==> images/congestion_map.png <==
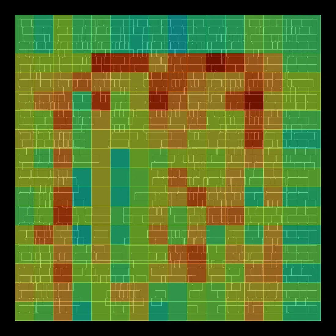
==> images/class_map.png <==
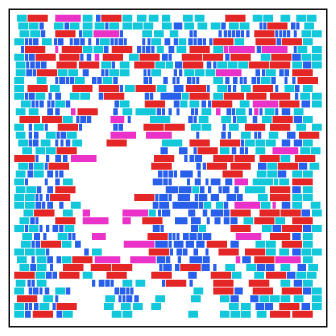
==> images/layers.png <==
Two of the layers only.
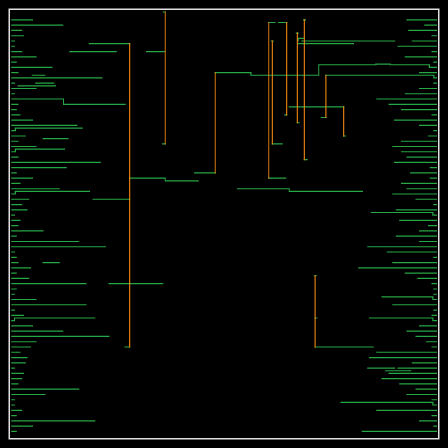
## src/rtl/wb_bridge_pkg.sv

```systemverilog
// Shared definitions for the valid/ready to Wishbone classic bridge:
// response codes, FSM state encoding and a constant-foldable clog2.
package wb_bridge_pkg;

    // Response codes returned to the core. Zero is never issued, so a
    // zero code can only be seen out of reset.
    localparam int RESP_OKAY    = 1;
    localparam int RESP_ERR     = 2;
    localparam int RESP_TIMEOUT = 3;

    typedef enum logic [1:0] {
        ST_IDLE  = 2'd0,
        ST_READ  = 2'd1,
        ST_WRITE = 2'd2,
        ST_RESP  = 2'd3
    } state_t;

    // Ceiling log2, usable in localparam expressions. clog2(1) = 0.
    function automatic int clog2(input int value);
        int result;
        int remaining;
        result    = 0;
        remaining = value - 1;
        while (remaining > 0) begin
            result    = result + 1;
            remaining = remaining >> 1;
        end
        return result;
    endfunction

endpackage

```

## src/rtl/wb_bridge_timeout_counter.sv

```systemverilog
// Bus watchdog: counts wait cycles of the current Wishbone cycle and flags
// expiry on the timeout_cycles-th wait cycle. timeout_cycles = 0 disables it.
module wb_timeout_counter
    import wb_bridge_pkg::*;
#(
    parameter int timeout_cycles = 255
) (
    input  logic clock,
    input  logic reset,
    input  logic clear,
    input  logic enable,
    output logic expired
);

    localparam int CNT_W_RAW = clog2(timeout_cycles + 1);
    localparam int CNT_W     = (CNT_W_RAW < 1) ? 1 : CNT_W_RAW;
    // Count value seen during the last permitted wait cycle.
    localparam int LIMIT     = (timeout_cycles > 0) ? (timeout_cycles - 1) : 0;

    logic [CNT_W-1:0] count_q;
    logic [CNT_W-1:0] count_d;
    logic             at_limit;

    assign at_limit = (count_q == CNT_W'(LIMIT));
    // A zero timeout makes the first term constant false, so expiry never fires.
    assign expired  = (timeout_cycles != 0) && enable && at_limit;

    // Next count: clear wins, otherwise advance on each unterminated wait cycle.
    always_comb begin
        count_d = count_q;
        if (clear) begin
            count_d = '0;
        end else if (enable && !expired) begin
            count_d = count_q + CNT_W'(1);
        end
    end

    // Counter register.
    always_ff @(posedge clock) begin
        if (reset) begin
            count_q <= '0;
        end else begin
            count_q <= count_d;
        end
    end

endmodule

```

## src/rtl/wb_bridge.sv

```systemverilog
// Bridge from the core's split valid/ready read/write channels to a single
// Wishbone classic master. One transaction in flight, fair read/write
// arbitration on ties, err propagation and a bus-timeout watchdog.
module wb_bridge
    import wb_bridge_pkg::*;
#(
    parameter int addr_width     = 32,
    parameter int data_width     = 32,
    parameter int strobe_width   = data_width / 8,
    parameter int resp_width     = 2,
    parameter int timeout_cycles = 255
) (
    input  logic                    clock,
    input  logic                    reset,
    // Wishbone master
    output logic [addr_width-1:0]   wb_adr,
    output logic [data_width-1:0]   wb_datwr,
    input  logic [data_width-1:0]   wb_datrd,
    output logic                    wb_we,
    output logic [strobe_width-1:0] wb_sel,
    output logic                    wb_cyc,
    output logic                    wb_stb,
    input  logic                    wb_ack,
    input  logic                    wb_err,
    // Read address channel
    output logic                    bus_r_addr_ready,
    input  logic                    bus_r_addr_valid,
    input  logic [addr_width-1:0]   bus_r_addr,
    // Read data channel
    input  logic                    bus_r_data_ready,
    output logic                    bus_r_data_valid,
    output logic [data_width-1:0]   bus_r_data,
    output logic [resp_width-1:0]   bus_r_resp,
    // Write address+data channel
    output logic                    bus_w_data_addr_ready,
    input  logic                    bus_w_data_addr_valid,
    input  logic [data_width-1:0]   bus_w_data,
    input  logic [addr_width-1:0]   bus_w_addr,
    input  logic [strobe_width-1:0] bus_w_strobe,
    // Write response channel
    input  logic                    bus_w_resp_ready,
    output logic                    bus_w_resp_valid,
    output logic [resp_width-1:0]   bus_w_resp
);

    localparam logic [resp_width-1:0] CODE_OKAY    = resp_width'(RESP_OKAY);
    localparam logic [resp_width-1:0] CODE_ERR     = resp_width'(RESP_ERR);
    localparam logic [resp_width-1:0] CODE_TIMEOUT = resp_width'(RESP_TIMEOUT);

    state_t state_q, state_d;

    logic                    last_was_write_q, last_was_write_d;
    // Set by the first grant; before it a tie goes to the read channel.
    logic                    granted_any_q, granted_any_d;

    logic [addr_width-1:0]   wb_adr_q, wb_adr_d;
    logic [data_width-1:0]   wb_datwr_q, wb_datwr_d;
    logic [strobe_width-1:0] wb_sel_q, wb_sel_d;
    logic                    wb_we_q, wb_we_d;
    logic                    wb_cyc_q, wb_cyc_d;
    logic [data_width-1:0]   r_data_q, r_data_d;
    logic [resp_width-1:0]   r_resp_q, r_resp_d;
    logic                    r_valid_q, r_valid_d;
    logic [resp_width-1:0]   w_resp_q, w_resp_d;
    logic                    w_valid_q, w_valid_d;

    logic                    in_idle;
    logic                    busy;
    logic                    tie;
    logic                    write_wins_tie;
    logic                    accept_r;
    logic                    accept_w;
    logic                    term_err;
    logic                    term_ack;
    logic                    term_to;
    logic                    terminate;
    logic [resp_width-1:0]   term_code;
    logic                    resp_done;
    logic                    wd_expired;

    assign in_idle        = (state_q == ST_IDLE);
    assign busy           = (state_q == ST_READ) || (state_q == ST_WRITE);
    assign tie            = bus_r_addr_valid && bus_w_data_addr_valid;
    assign write_wins_tie = granted_any_q && !last_was_write_q;

    // Readies decode from state and the arbitration flag; on a tie only
    // the winner sees ready so the loser simply stays pending.
    assign bus_r_addr_ready      = in_idle && !(tie && write_wins_tie);
    assign bus_w_data_addr_ready = in_idle && !(tie && !write_wins_tie);
    assign accept_r              = bus_r_addr_valid && bus_r_addr_ready;
    assign accept_w              = bus_w_data_addr_valid && bus_w_data_addr_ready;

    // err outranks ack, and either outranks the watchdog.
    assign term_err  = busy && wb_err;
    assign term_ack  = busy && wb_ack && !wb_err;
    assign term_to   = busy && !wb_ack && !wb_err && wd_expired;
    assign terminate = term_err || term_ack || term_to;
    assign term_code = term_err ? CODE_ERR : (term_ack ? CODE_OKAY : CODE_TIMEOUT);

    assign resp_done = (r_valid_q && bus_r_data_ready) || (w_valid_q && bus_w_resp_ready);

    wb_timeout_counter #(
        .timeout_cycles (timeout_cycles)
    ) u_watchdog (
        .clock   (clock),
        .reset   (reset),
        .clear   (accept_r || accept_w),
        .enable  (busy && !wb_ack && !wb_err),
        .expired (wd_expired)
    );

    // FSM state register.
    always_ff @(posedge clock) begin
        if (reset) begin
            state_q <= ST_IDLE;
        end else begin
            state_q <= state_d;
        end
    end

    // Next-state decode.
    always_comb begin
        state_d = state_q;
        case (state_q)
            ST_IDLE: begin
                if (accept_r) begin
                    state_d = ST_READ;
                end else if (accept_w) begin
                    state_d = ST_WRITE;
                end
            end
            ST_READ, ST_WRITE: begin
                if (terminate) begin
                    state_d = ST_RESP;
                end
            end
            ST_RESP: begin
                if (resp_done) begin
                    state_d = ST_IDLE;
                end
            end
            default: state_d = ST_IDLE;
        endcase
    end

    // Output decode: next values for the registered bus and response outputs.
    always_comb begin
        last_was_write_d = last_was_write_q;
        granted_any_d    = granted_any_q;
        wb_adr_d         = wb_adr_q;
        wb_datwr_d       = wb_datwr_q;
        wb_sel_d         = wb_sel_q;
        wb_we_d          = wb_we_q;
        wb_cyc_d         = wb_cyc_q;
        r_data_d         = r_data_q;
        r_resp_d         = r_resp_q;
        r_valid_d        = r_valid_q;
        w_resp_d         = w_resp_q;
        w_valid_d        = w_valid_q;
        case (state_q)
            ST_IDLE: begin
                if (accept_r) begin
                    wb_adr_d         = bus_r_addr;
                    wb_sel_d         = {strobe_width{1'b1}};
                    wb_we_d          = 1'b0;
                    wb_cyc_d         = 1'b1;
                    last_was_write_d = 1'b0;
                    granted_any_d    = 1'b1;
                end else if (accept_w) begin
                    wb_adr_d         = bus_w_addr;
                    wb_datwr_d       = bus_w_data;
                    wb_sel_d         = bus_w_strobe;
                    wb_we_d          = 1'b1;
                    wb_cyc_d         = 1'b1;
                    last_was_write_d = 1'b1;
                    granted_any_d    = 1'b1;
                end
            end
            ST_READ, ST_WRITE: begin
                if (terminate) begin
                    wb_cyc_d = 1'b0;
                    if (state_q == ST_READ) begin
                        r_data_d  = term_ack ? wb_datrd : '0;
                        r_resp_d  = term_code;
                        r_valid_d = 1'b1;
                    end else begin
                        w_resp_d  = term_code;
                        w_valid_d = 1'b1;
                    end
                end
            end
            ST_RESP: begin
                if (r_valid_q && bus_r_data_ready) begin
                    r_valid_d = 1'b0;
                end
                if (w_valid_q && bus_w_resp_ready) begin
                    w_valid_d = 1'b0;
                end
            end
            default: ;
        endcase
    end

    // Output and arbitration registers; reset aborts any cycle in flight.
    always_ff @(posedge clock) begin
        if (reset) begin
            last_was_write_q <= 1'b0;
            granted_any_q    <= 1'b0;
            wb_adr_q         <= '0;
            wb_datwr_q       <= '0;
            wb_sel_q         <= '0;
            wb_we_q          <= 1'b0;
            wb_cyc_q         <= 1'b0;
            r_data_q         <= '0;
            r_resp_q         <= '0;
            r_valid_q        <= 1'b0;
            w_resp_q         <= '0;
            w_valid_q        <= 1'b0;
        end else begin
            last_was_write_q <= last_was_write_d;
            granted_any_q    <= granted_any_d;
            wb_adr_q         <= wb_adr_d;
            wb_datwr_q       <= wb_datwr_d;
            wb_sel_q         <= wb_sel_d;
            wb_we_q          <= wb_we_d;
            wb_cyc_q         <= wb_cyc_d;
            r_data_q         <= r_data_d;
            r_resp_q         <= r_resp_d;
            r_valid_q        <= r_valid_d;
            w_resp_q         <= w_resp_d;
            w_valid_q        <= w_valid_d;
        end
    end

    assign wb_adr           = wb_adr_q;
    assign wb_datwr         = wb_datwr_q;
    assign wb_sel           = wb_sel_q;
    assign wb_we            = wb_we_q;
    assign wb_cyc           = wb_cyc_q;
    assign wb_stb           = wb_cyc_q;
    assign bus_r_data       = r_data_q;
    assign bus_r_resp       = r_resp_q;
    assign bus_r_data_valid = r_valid_q;
    assign bus_w_resp       = w_resp_q;
    assign bus_w_resp_valid = w_valid_q;

endmodule

```

## config.mk

```make
export PLATFORM = sky130hd
export DESIGN_NAME = wb_bridge
export DESIGN_NICKNAME = d
export VERILOG_FILES = /design/src/rtl/wb_bridge_pkg.sv /design/src/rtl/wb_bridge_timeout_counter.sv /design/src/rtl/wb_bridge.sv
export SDC_FILE = /design/constraint.sdc
export NUM_CORES = 1
export LEC_CHECK = 0
export CAP_MARGIN = 20
export CORE_UTILIZATION = 39
export DETAILED_ROUTE_END_ITERATION = 8
export PLACE_DENSITY = 0.79
export SYNTH_ARGS = -nofsm -noshare
export SYNTH_HDL_FRONTEND = slang
export SYNTH_SLANG_ARGS = --single-unit
```

## constraint.sdc

```tcl
create_clock -name clock -period 2.2 [get_ports clock]
set_input_delay 0.44 -clock clock [delete_from_list [all_inputs] [get_ports clock]]
set_output_delay 0.44 -clock clock [all_outputs]
set_load 0.005 [all_outputs]
```

==> out/metrics.yaml <==
ys_sh_mux_pct: 0.2187
worstMarginPinSlew_ns: 0.6860
crit_path_frequent_cell: "inv_2"
area_growth_pct: 71.10
synth_flops: 119
hold_viol: 0
outcome: "finished, final reports clean"
worstSetupPathType: "flip-flop to output port"
async_flop_share_pct: 0
hold_start: "reset"
num-fill-cells: 894
fin_hold_ws_ns: 0.4153
yosys_most_used_dff: "dfxtp_1"
grt_pass1_wl_um: 21160
timing.rr.end: "state_q[0]"
routabilityCongestion: 0.8143
syn_area_per_cell_sq_um: 8.539
fp_nets: 683
grt_pass1_vias: 4418
top_cells_by_area: "dfxtp_1 52%, nor2_1 7.1%, a22o_1 6.1%, nand2_1 5.9%, nor3_1 4.7%"
## Picture notes: congestion_map.png
GRT Max-Usage Layer: met2
met2 Use GR: 40.11%
grt met1 use: 24.29%

## Picture notes: class_map.png
color	class	cells	share of their area
magenta	clock drivers and dummy loads	31	7.2%
blue	remaining logic cells	375	27%
cyan	remaining buffers and delay cells	265	35%
red	sequential cells	119	31%

## Picture notes: layers.png
color	layer	wire length
orange	M4	324 um
green	M3	1440 um

[area by class of cell]
class                   instances  area [sq um]  area share [%]
well taps                     143         178.9           2.285
inverters                      10         37.54          0.4793
clock inverters                 9         76.32          0.9746
multi-input cells             365          2012           25.69
clock buffers                  22         474.2           6.055
flip-flops and latches        119          2382           30.42
repair buffers                265          2670           34.09
[cells by family after synthesis]
kind of cell               after synthesis
AOI/OAI and AO/OA                       97
xor gates and xnor gates                 5
adders and majority gates                7
buffers and inverters                   52
DFF                                    119
muxes                                    1
and+or+nand+nor                        255
[where the power goes]
group | internal [uW] | switching (uW) | total (uW)
combinational | 1640 | 1510 | 3150
sequential | 2590 | 258 | 2850
clock | 1620 | 921 | 2540
total | 5850 | 2690 | 8540
Power is estimated from default activity; no workload was simulated.
